<file path="config.mk">
export PLATFORM = sky130hd
export DESIGN_NAME = mem_port_arbiter
export DESIGN_NICKNAME = d
export VERILOG_FILES = /design/src/rtl/mem_port_arbiter_pkg.sv /design/src/rtl/mem_port_arbiter.sv
export SDC_FILE = /design/constraint.sdc
export NUM_CORES = 1
export LEC_CHECK = 0
export CAP_MARGIN = 20
export CORE_AREA = 10 10 99 101
export DETAILED_ROUTE_END_ITERATION = 10
export DIE_AREA = 0 0 109 111
export PLACE_DENSITY = 0.85
export SYNTH_ARGS = -nofsm -noshare
export SYNTH_HDL_FRONTEND = slang
export SYNTH_SLANG_ARGS = --single-unit
</file>
<file path="constraint.sdc">
create_clock -name clk_i -period 5.35 [get_ports clk_i]
set_input_delay 1.07 -clock clk_i [delete_from_list [all_inputs] [get_ports clk_i]]
set_output_delay 1.07 -clock clk_i [all_outputs]
set_load 0.02 [all_outputs]
</file>
<file path="src/rtl/mem_port_arbiter_pkg.sv">
// Shared core definitions for the memory port arbiter: transaction owner
// encoding and small data-path helpers.
package mem_port_arbiter_pkg;

  typedef enum logic [1:0] {
    OWNER_NONE  = 2'b00,
    OWNER_INSTR = 2'b01,
    OWNER_DATA  = 2'b10
  } owner_e;

  // Forces a data word to zero unless its qualifier is set.
  function automatic logic [31:0] gate_word(input logic en, input logic [31:0] val);
    logic [31:0] res;
    if (en) begin
      res = val;
    end else begin
      res = 32'h0000_0000;
    end
    return res;
  endfunction

endpackage

</file>
<file path="src/rtl/mem_port_arbiter.sv">
// Shares the single memory bus between instruction fetch and the data stage:
// one outstanding transaction, response routing, flush discard, bounded data priority.
module mem_port_arbiter
  import mem_port_arbiter_pkg::*;
#(
  parameter int MAX_DATA_STREAK = 4
) (
  input  logic        clk_i,
  input  logic        rstn_i,
  input  logic        flush_i,
  input  logic        ireq_i,
  input  logic [31:0] iaddr_i,
  output logic        igrant_o,
  output logic        irvalid_o,
  output logic [31:0] irdata_o,
  input  logic        dreq_i,
  input  logic        dwe_i,
  input  logic [3:0]  dbe_i,
  input  logic [31:0] daddr_i,
  input  logic [31:0] dwdata_i,
  output logic        dgrant_o,
  output logic        drvalid_o,
  output logic [31:0] drdata_o,
  output logic        bus_req_o,
  output logic        bus_we_o,
  output logic [3:0]  bus_be_o,
  output logic [31:0] bus_addr_o,
  output logic [31:0] bus_wdata_o,
  input  logic        bus_gnt_i,
  input  logic        bus_rvalid_i,
  input  logic [31:0] bus_rdata_i
);

  localparam int              SW         = $clog2(MAX_DATA_STREAK + 1);
  localparam logic [SW-1:0]   STREAK_MAX = SW'(MAX_DATA_STREAK);
  localparam logic [SW-1:0]   STREAK_ONE = SW'(1);
  localparam logic [SW-1:0]   STREAK_ZERO = SW'(0);

  owner_e        owner_r;
  logic          discard_r;
  logic [SW-1:0] streak_r;

  logic can_issue_s;
  logic sel_data_s;
  logic sel_instr_s;
  logic ivalid_s;
  logic dvalid_s;

  // Request selection; nothing is offered while reset is held so outputs stay low.
  always_comb begin
    can_issue_s = rstn_i && ((owner_r == OWNER_NONE) || bus_rvalid_i);
    sel_data_s  = can_issue_s && dreq_i && !(ireq_i && (streak_r == STREAK_MAX));
    sel_instr_s = can_issue_s && !sel_data_s && ireq_i && !flush_i;
  end

  // Drive the bus from the selected requester; idle fields are zeroed.
  always_comb begin
    bus_req_o   = 1'b0;
    bus_we_o    = 1'b0;
    bus_be_o    = 4'b0000;
    bus_addr_o  = 32'h0000_0000;
    bus_wdata_o = 32'h0000_0000;
    if (sel_data_s) begin
      bus_req_o   = 1'b1;
      bus_we_o    = dwe_i;
      bus_be_o    = dbe_i;
      bus_addr_o  = daddr_i;
      bus_wdata_o = dwdata_i;
    end else if (sel_instr_s) begin
      bus_req_o   = 1'b1;
      bus_be_o    = 4'b1111;
      bus_addr_o  = iaddr_i;
    end else begin
      bus_req_o   = 1'b0;
    end
  end

  // Grants and response routing back to the owner of the outstanding transaction.
  always_comb begin
    igrant_o  = bus_gnt_i && bus_req_o && sel_instr_s;
    dgrant_o  = bus_gnt_i && bus_req_o && sel_data_s;
    ivalid_s  = bus_rvalid_i && (owner_r == OWNER_INSTR) && !discard_r && !flush_i;
    dvalid_s  = bus_rvalid_i && (owner_r == OWNER_DATA);
    irvalid_o = ivalid_s;
    drvalid_o = dvalid_s;
    irdata_o  = gate_word(ivalid_s, bus_rdata_i);
    drdata_o  = gate_word(dvalid_s, bus_rdata_i);
  end

  // Owner of the outstanding transaction; a new grant takes precedence over completion.
  always_ff @(posedge clk_i or negedge rstn_i) begin
    if (!rstn_i) begin
      owner_r <= OWNER_NONE;
    end else if (dgrant_o) begin
      owner_r <= OWNER_DATA;
    end else if (igrant_o) begin
      owner_r <= OWNER_INSTR;
    end else if (bus_rvalid_i) begin
      owner_r <= OWNER_NONE;
    end else begin
      owner_r <= owner_r;
    end
  end

  // Marks an in-flight fetch as stale after a redirect until its response drains.
  always_ff @(posedge clk_i or negedge rstn_i) begin
    if (!rstn_i) begin
      discard_r <= 1'b0;
    end else if (bus_rvalid_i && (owner_r == OWNER_INSTR)) begin
      discard_r <= 1'b0;
    end else if (flush_i && (owner_r == OWNER_INSTR)) begin
      discard_r <= 1'b1;
    end else begin
      discard_r <= discard_r;
    end
  end

  // Counts back-to-back data grants that bypassed a waiting fetch.
  always_ff @(posedge clk_i or negedge rstn_i) begin
    if (!rstn_i) begin
      streak_r <= STREAK_ZERO;
    end else if (igrant_o || !ireq_i) begin
      streak_r <= STREAK_ZERO;
    end else if (dgrant_o && (streak_r != STREAK_MAX)) begin
      streak_r <= streak_r + STREAK_ONE;
    end else begin
      streak_r <= streak_r;
    end
  end

endmodule

</file>
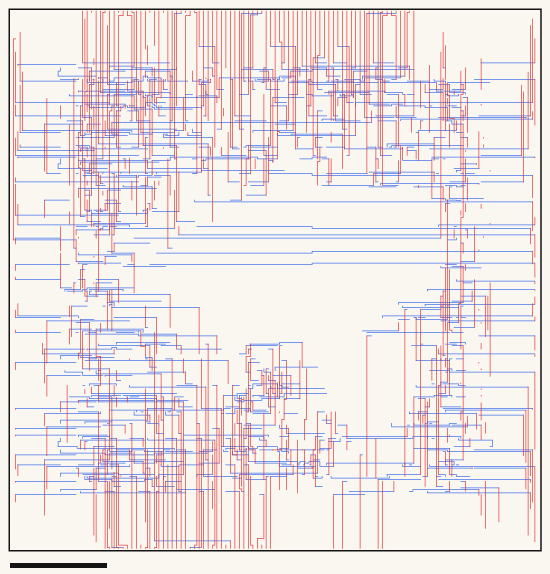
Fig. 1. Wiring by layer.
Bar = 20 um. Only two layers are drawn.
red -> metal 2  # wire length 5250 um
blue -> metal 1  # wire length 4680 um

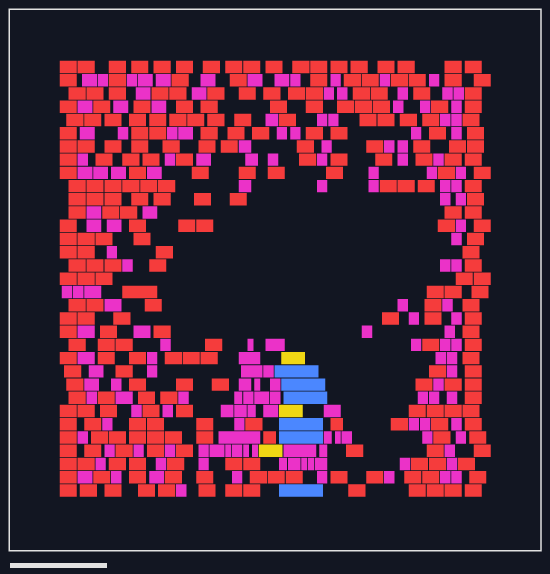
Fig. 2. Placement by cell class.
Bar = 20 um.
blue -> sequential cells  # cells 6
magenta -> combinational and other logic  # cells 168
red -> remaining buffers and delay cells  # cells 280
yellow -> clock drivers  # cells 3

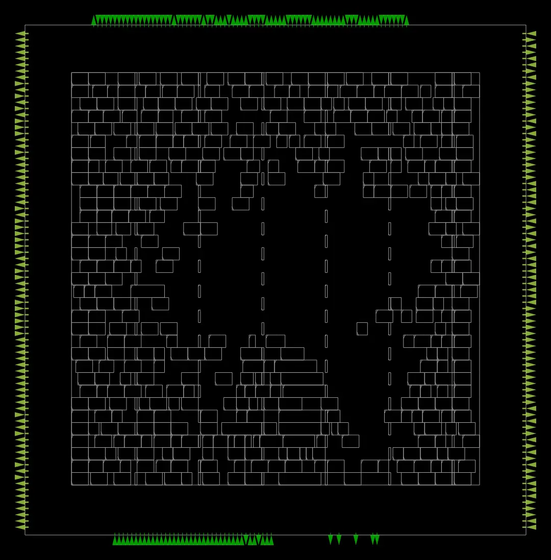
Fig. 3. Placement view.
utilization after layout: 0.5412
Tapcell Cnt: 105
std cell rows: 33
fill count: 685
sequential fraction of total cell area: 0.03481

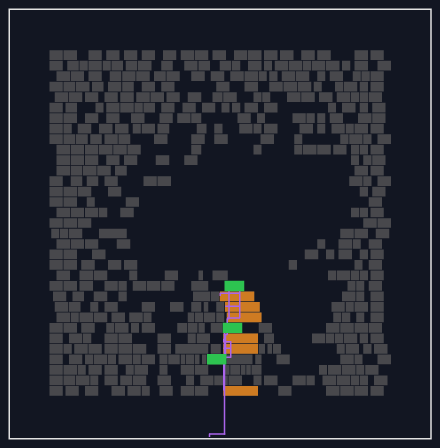
Fig. 4. Clock network drawn from the DEF.
purple -> clock wires  # length 98.8 um
orange -> flip-flops  # count 6
green -> clock drivers  # count 3
routed clock nets = 4
flops lie = bottom middle

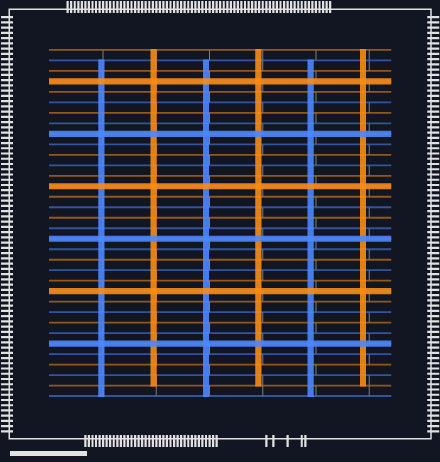
Fig. 5. Supply network.
Bar = 20 um. Pins as bars on the die edge. Tap cells in gray.
blue -> VSS
orange -> VDD
met1 rails = 34
tap cells = 105
rows = 33
met5 straps = 6
signal pins = 278
VDD IR-drop max: 0.00005631 V
width of the die: 109 um
vertical die dimension: 111 um
Core Footprint: 7969 sq um

==> COMMIT_EDITMSG <==
Store results of the implementation flow

* First-pass iteration count of the detailed router: 4
- Final TNS setup: 0 ns
- After the first detailed-routing iteration, the DRC count stood at ~110.
* Min-Delay Path Depth: 2
- Combinational gates: approximately 160
- Once detail routing completed, the nets flagged for antenna violations numbered 0.
- CTS tree: done
- Met3 track utilization from global routing: 0.07965
- For reference, the final report shows the hold violation count at 0.
- In this run the clock root is driven by a clkbuf_8.
* Net count, final: about 600
- Power consumed by sequential cells: 0.0536 mW
- Maximum number of buffers from clock root to sink: 2
- Of the total power, combinational logic draws 0.712.
* Via count of the routed design: 2502
* Detail Route met3 WL: ~1.5 mm
- In this run the power density over the cells is 95.79 nW/um^2.
* Multiplexer fraction of the synthesized cell area: 0.007916
- Final Routed Wirelength: roughly 12 mm
- Clock buffer cells: 3
* Most frequent logic cells in the routed design: clkdlybuf4s50_1 (277), and2_1 (99), a22o_1 (26), a22o_2 (6), dfrtp_1 (6)
* Top fanout value on the critical path: about 40
* Number of enable-type register cells in the synthesized netlist: 0
* Biggest register: streak_r
* Initial antenna violation count: 0
- For met2 alone, demand over resource in global routing was 0.2993.
- Adder-cell share of the synthesized area: 0.01759
* Pin count of the biggest net entering global routing: between 40 and 50
* Vias per std cell: 4.452
* Outcome: complete, no violations
* Simple share: 0.5110
- Slew Limit Fails: 0
* Clock-net power: 0.0653 mW
- Number of instances in the synthesized netlist: 191
* # Max-Cap Violations: 0
- Summing every instance area after synthesis gives around 1400 sq um.
- Register area: around 150 sq um
cell usage after synthesis, types with 3 or more instances:
cell,n,share of area
clkbuf_1,11,0.029
a22o_2,6,0.042
and2_1,99,0.44
a21o_1,5,0.026
inv_1,5,0.013
buf_2,3,0.011
and3_1,3,0.013
a22o_1,26,0.16
dfrtp_1,6,0.11
buf_6,3,0.024
through the flow:
step | setup WS (ns) | utilization | instances | hold WS [ns] | power, mW
CTS | 0.7126 | 0.5412 | 562 | 0.5705 | 0.4169
detailed placement | 0.7210 | 0.5360 | 559 | 0.5634 | 0.3483
global placement | 0.7833 | 0.5360 | 559 | 0.5386 | 0.3459
finish | 0.7314 | 0.5412 | 562 | 0.5685 | 0.4131
floorplan | 2.147 | - | 191 | 0.5114 | 0.1558
global route | 0.5803 | 0.5412 | 562 | 0.6024 | 0.4388
Power figures rest on the tool's default switching activity, not on a simulated workload.
